**src/rtl/execute_muldiv_ctrl.sv**
```systemverilog
// execute_muldiv_ctrl
//   Iterative multiply/divide unit for the execute stage, with the HI/LO
//   register pair. Multiply uses one shift-add step per cycle. Divide uses
//   one restoring shift-subtract step per cycle. A FIX cycle applies the
//   sign corrections and writes HI/LO, then a one-cycle DONE state follows.
//
// Configuration macro:
//   EXEC_MULDIV_DIV_EN - when defined, the divide datapath is built.
//                        When undefined, DIVU/DIV (i_Op = 1x) are ignored.
//
// Ports:
//   i_CLK, i_RST_n     clock (rising edge), asynchronous active-low reset
//   i_Start, i_Op      request strobe; 00 MULTU, 01 MULT, 10 DIVU, 11 DIV
//   i_OperA, i_OperB   operands (dividend / divisor for divide)
//   i_Abort            pipeline flush; cancels any operation in flight
//   i_HiWrite/LoWrite  MTHI / MTLO strobes, with data on i_WriteData
//   o_Busy             stall request to the pipeline
//   o_Done             one-cycle completion pulse
//   o_DivByZero        pulses together with o_Done on divide by zero
//   o_Hi, o_Lo         architectural HI/LO registers
module execute_muldiv_ctrl #(
  parameter int DATA_WIDTH = 32
) (
  input  logic                  i_CLK,
  input  logic                  i_RST_n,
  input  logic                  i_Start,
  input  logic [1:0]            i_Op,
  input  logic [DATA_WIDTH-1:0] i_OperA,
  input  logic [DATA_WIDTH-1:0] i_OperB,
  input  logic                  i_Abort,
  input  logic                  i_HiWrite,
  input  logic                  i_LoWrite,
  input  logic [DATA_WIDTH-1:0] i_WriteData,
  output logic                  o_Busy,
  output logic                  o_Done,
  output logic                  o_DivByZero,
  output logic [DATA_WIDTH-1:0] o_Hi,
  output logic [DATA_WIDTH-1:0] o_Lo
);

  localparam int W  = DATA_WIDTH;
  localparam int CW = (W > 1) ? $clog2(W) : 1;

  typedef enum logic [1:0] {S_IDLE, S_CALC, S_FIX, S_DONE} state_t;

  state_t          state_reg;
  logic [CW-1:0]   cnt_reg;
  // hi_acc/lo_acc hold the product (multiply) or the remainder/quotient
  // (divide). opb holds the multiplicand or divisor magnitude.
  logic [W-1:0]    hi_acc_reg;
  logic [W-1:0]    lo_acc_reg;
  logic [W-1:0]    opb_reg;
  logic            neg_lo_reg;   // sign(A) ^ sign(B): negate product / quotient
  logic            busy_reg;
  logic            done_reg;
  logic            dbz_reg;
  logic [W-1:0]    hi_reg;
  logic [W-1:0]    lo_reg;
`ifdef EXEC_MULDIV_DIV_EN
  logic            is_div_reg;
  logic            neg_hi_reg;   // sign(A): negate remainder
`endif

  // Start acceptance and operand preparation
  logic         op_ok;
  logic         idle_like;
  logic         accept;
  logic         sign_a;
  logic         sign_b;
  logic [W-1:0] mag_a;
  logic [W-1:0] mag_b;

  always_comb begin
`ifdef EXEC_MULDIV_DIV_EN
    op_ok = 1'b1;
`else
    op_ok = ~i_Op[1];
`endif
    idle_like = (state_reg == S_IDLE) || (state_reg == S_DONE);
    accept    = idle_like & i_Start & ~i_Abort & op_ok;
    sign_a    = i_Op[0] & i_OperA[W-1];
    sign_b    = i_Op[0] & i_OperB[W-1];
    mag_a     = sign_a ? (-i_OperA) : i_OperA;
    mag_b     = sign_b ? (-i_OperB) : i_OperB;
  end

  // The stall is raised in the same cycle as the request so the pipeline
  // holds the mul/div instruction. Reset must still force it low.
  assign o_Busy = i_RST_n & (busy_reg | accept);

  // One iteration step
  logic [W:0]   mul_sum;
  logic [W-1:0] iter_hi;
  logic [W-1:0] iter_lo;
`ifdef EXEC_MULDIV_DIV_EN
  logic [W:0]   div_shift;
  logic         div_ge;
  logic [W-1:0] div_diff;
`endif

  always_comb begin
    // Shift-add: add the multiplicand when the multiplier LSB is set, then
    // shift the whole {carry, hi, lo} right by one.
    mul_sum = {1'b0, hi_acc_reg} + (lo_acc_reg[0] ? {1'b0, opb_reg} : {(W+1){1'b0}});
    iter_hi = mul_sum[W:1];
    iter_lo = {mul_sum[0], lo_acc_reg[W-1:1]};
`ifdef EXEC_MULDIV_DIV_EN
    // Restoring divide: shift the next dividend bit into the remainder, and
    // subtract the divisor if that fits. The compare uses the full W+1 bits.
    // On a pass the difference always fits in W bits.
    div_shift = {hi_acc_reg, lo_acc_reg[W-1]};
    div_ge    = div_shift >= {1'b0, opb_reg};
    div_diff  = div_shift[W-1:0] - opb_reg;
    if (is_div_reg) begin
      iter_hi = div_ge ? div_diff : div_shift[W-1:0];
      iter_lo = {lo_acc_reg[W-2:0], div_ge};
    end
`endif
  end

  // FIX-stage result
  logic [2*W-1:0] prod;
  logic [2*W-1:0] prod_fix;
  logic [W-1:0]   res_hi;
  logic [W-1:0]   res_lo;
  logic           res_dbz;

  always_comb begin
    prod     = {hi_acc_reg, lo_acc_reg};
    prod_fix = neg_lo_reg ? (-prod) : prod;
    res_hi   = prod_fix[2*W-1:W];
    res_lo   = prod_fix[W-1:0];
    res_dbz  = 1'b0;
`ifdef EXEC_MULDIV_DIV_EN
    if (is_div_reg) begin
      // With a zero divisor every step "subtracts", so the remainder ends
      // up equal to |A|. Restoring the sign of A therefore gives back the
      // original dividend for HI.
      res_hi = neg_hi_reg ? (-hi_acc_reg) : hi_acc_reg;
      if (opb_reg == '0) begin
        res_dbz = 1'b1;
        res_lo  = '1;
      end else begin
        res_lo = neg_lo_reg ? (-lo_acc_reg) : lo_acc_reg;
      end
    end
`endif
  end

  // Control FSM and registers
  always_ff @(posedge i_CLK or negedge i_RST_n) begin
    if (!i_RST_n) begin
      state_reg  <= S_IDLE;
      cnt_reg    <= '0;
      hi_acc_reg <= '0;
      lo_acc_reg <= '0;
      opb_reg    <= '0;
      neg_lo_reg <= 1'b0;
      busy_reg   <= 1'b0;
      done_reg   <= 1'b0;
      dbz_reg    <= 1'b0;
      hi_reg     <= '0;
      lo_reg     <= '0;
`ifdef EXEC_MULDIV_DIV_EN
      is_div_reg <= 1'b0;
      neg_hi_reg <= 1'b0;
`endif
    end else begin
      done_reg <= 1'b0;
      dbz_reg  <= 1'b0;
      case (state_reg)
        S_IDLE, S_DONE: begin
          // An MTHI/MTLO here lands even alongside a start. The result
          // written in FIX overwrites it later.
          if (i_HiWrite) hi_reg <= i_WriteData;
          if (i_LoWrite) lo_reg <= i_WriteData;
          if (accept) begin
            state_reg  <= S_CALC;
            busy_reg   <= 1'b1;
            cnt_reg    <= CW'(W - 1);
            hi_acc_reg <= '0;
            lo_acc_reg <= mag_a;
            opb_reg    <= mag_b;
            neg_lo_reg <= sign_a ^ sign_b;
`ifdef EXEC_MULDIV_DIV_EN
            is_div_reg <= i_Op[1];
            neg_hi_reg <= sign_a;
`endif
          end else begin
            state_reg <= S_IDLE;
            busy_reg  <= 1'b0;
          end
        end
        S_CALC: begin
          if (i_Abort) begin
            state_reg <= S_IDLE;
            busy_reg  <= 1'b0;
          end else begin
            hi_acc_reg <= iter_hi;
            lo_acc_reg <= iter_lo;
            if (cnt_reg == '0) state_reg <= S_FIX;
            else               cnt_reg   <= cnt_reg - CW'(1);
          end
        end
        S_FIX: begin
          busy_reg <= 1'b0;
          if (i_Abort) begin
            state_reg <= S_IDLE;
          end else begin
            hi_reg    <= res_hi;
            lo_reg    <= res_lo;
            done_reg  <= 1'b1;
            dbz_reg   <= res_dbz;
            state_reg <= S_DONE;
          end
        end
        default: begin
          state_reg <= S_IDLE;
          busy_reg  <= 1'b0;
        end
      endcase
    end
  end

  assign o_Done      = done_reg;
  assign o_DivByZero = dbz_reg;
  assign o_Hi        = hi_reg;
  assign o_Lo        = lo_reg;

endmodule
```
**config.mk**
```make
export PLATFORM = sky130hd
export DESIGN_NAME = execute_muldiv_ctrl
export DESIGN_NICKNAME = d
export VERILOG_FILES = /design/src/rtl/execute_muldiv_ctrl.sv
export SDC_FILE = /design/constraint.sdc
export NUM_CORES = 1
export LEC_CHECK = 0
export ABC_AREA = 1
export ABC_CLOCK_PERIOD_IN_PS = 3670
export CORE_MARGIN = 10
export CORE_UTILIZATION = 45
export CTS_BUF_LIST = sky130_fd_sc_hd__clkbuf_8
export DETAILED_ROUTE_END_ITERATION = 10
export GPL_TIMING_DRIVEN = 0
export PLACE_DENSITY_LB_ADDON = 0.2
export SLEW_MARGIN = 20
export SYNTH_ARGS = -nofsm -noshare
export SYNTH_HDL_FRONTEND = slang
export SYNTH_SLANG_ARGS = --single-unit
```
**constraint.sdc**
```tcl
create_clock -name i_CLK -period 3.67 [get_ports i_CLK]
set_input_delay 0.734 -clock i_CLK [delete_from_list [all_inputs] [get_ports i_CLK]]
set_output_delay 0.734 -clock i_CLK [all_outputs]
set_load 0.03 [all_outputs]
```
pdn.png
Bar = 50 um. Pins as bars on the die edge.
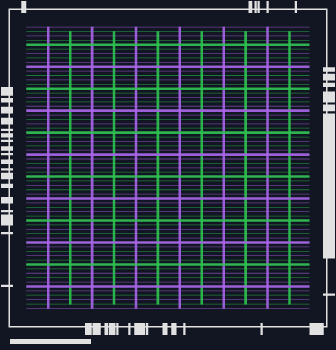
| net | colour |
|---|---|
| VSS | purple |
| VDD | green |
met1 rails: 65
rows: 64
signal pins: 171
met4 straps: 12
die height: 196 um
Core ar.: 30500 um^2

cell_classes.png
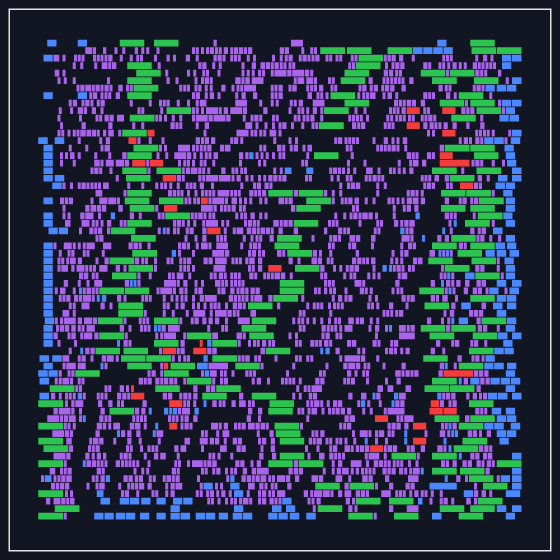
| class | colour | cells |
|---|---|---|
| other buffers and delay cells | blue | 241 |
| all other logic | purple | 2052 |
| flops | green | 170 |
| clock drivers and dummy loads | red | 32 |
Final Cell Area: 16500 um^2
row count: 64
final core utilization: 54.1%
Seq area share: 25.8%

==> impl_metrics.py <==
# Auto-generated metrics
metrics = {
    "final_timing": {
        "fin_crit_ns": 3.47,
        "rsz0062_at_grt": "false",
        "drv_slew": 0,
        "tns_ns": 0,
        "fin_crit_sh_pct": 94.6,
        "hold_viol": 0,
    },
    "critical_path": {
        "r2r_cells": 16,
        "crit_chain": "clkdlybuf4s50_1 -> nor2_1 -> nand3_2 -> clkbuf_1 -> a21boi_0 -> clkdlybuf4s50_1",
        "worst_path_most_repeated_cell": "clkdlybuf4s50_1",
        "critical-path-max-stage-delay_ns": 0.70,
        "critical-path-top-delay-family": "buffers and inverters",
        "cp-startpoint": "i_Abort",
        "cp.buffers_inverters": 3,
        "reg2reg_to": "hi_acc_reg[31]$_DFFE_PN0P_",
        "r2r_slack_ns": 0.50,
        "path_depth": 6,
        "critPathMaxFanout": 10,
    },
    "synthesis": {
        "ys.flop_type": "dfrtp_1",
        "ys_sh_mux_pct": 0,
        "area_leaders": "dfrtp_1 31%, nand2_1 19%, nor2_1 9.3%, nand3_1 8.2%, inv_1 7.4%",
        "yosysMostFrequentCell": "nand2_1",
        "synth.avg_cell_area_um2": 6.05,
        "ys.flops": 170,
        "synthAdderAreaFrac_pct": 3.66,
        "async_flop_share_pct": 100,
    },
    "floorplan": {
        "dieArea_um2": 38200,
        "fp_util_pct": 45.5,
    },
    "detailed_routing": {
        "wirelength_um": 54900,
        "ant_nets": 0,
        "drcViolationCount": 0,
    },
    "cts": {
        "clk_root_buffer_cell": "clkbuf_8",
        "cts_buffer_depth": 2,
        "cts_tree": "built",
    },
    "power_and_ir_drop": {
        "seq_power_share_pct": 37.7,
        "power_leader": "combinational logic",
        "comb_power_mw": 2.76,
        "leakagePower_nw": 8.01,
    },
    "placed_design": {
        "place_inst": 2859,
    },
    "final_layout": {
        "nFillCells": 3127,
        "drive_above_1_share_pct": 4.09,
        "clkbuf_count": 22,
        "lay_top_count": "nand2_1",
        "comb_area_um2": 8240,
        "inv_count": 283,
    },
    "global_route": {
        "use_met3_pct": 4.47,
        "grt_max_degree": 98,
    },
    "outcome": {
        "outcome": "completed",
    },
}
clock_map.png
Bar = 50 um.
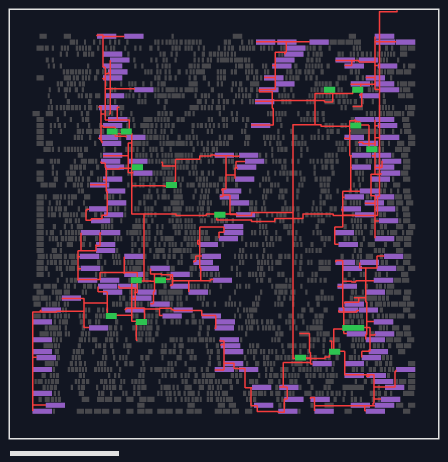
[cells driving clock nets] green | count: 17
[flip-flops] purple | count: 170
[clock wires] red | length: 2280 um
routed clock nets: 18
Clk. pwr: 1.42 mW
worst skew pair latency: 0.50 ns
Clock power frac: 21.2%
Layout Skew: 0.0191 ns

metal_stack.png
Bar = 50 um.
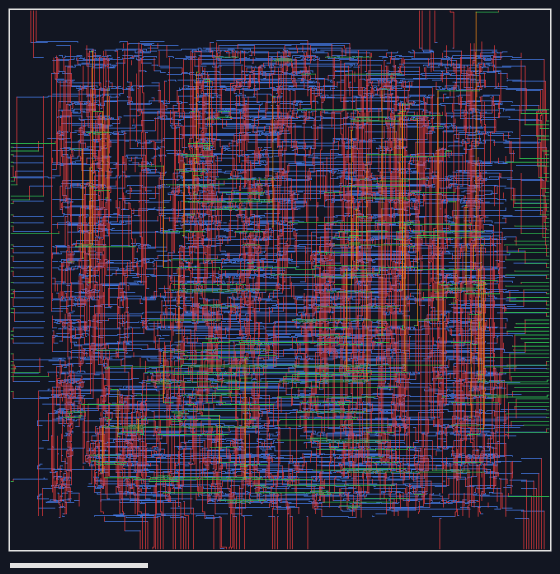
| layer | colour | wire length |
|---|---|---|
| met1 | blue | 24.3 mm |
| met3 | green | 4140 um |
| met2 | red | 24.9 mm |
| met4 | orange | 1540 um |

No activity file was given, so power comes from the tool's default toggle rates.
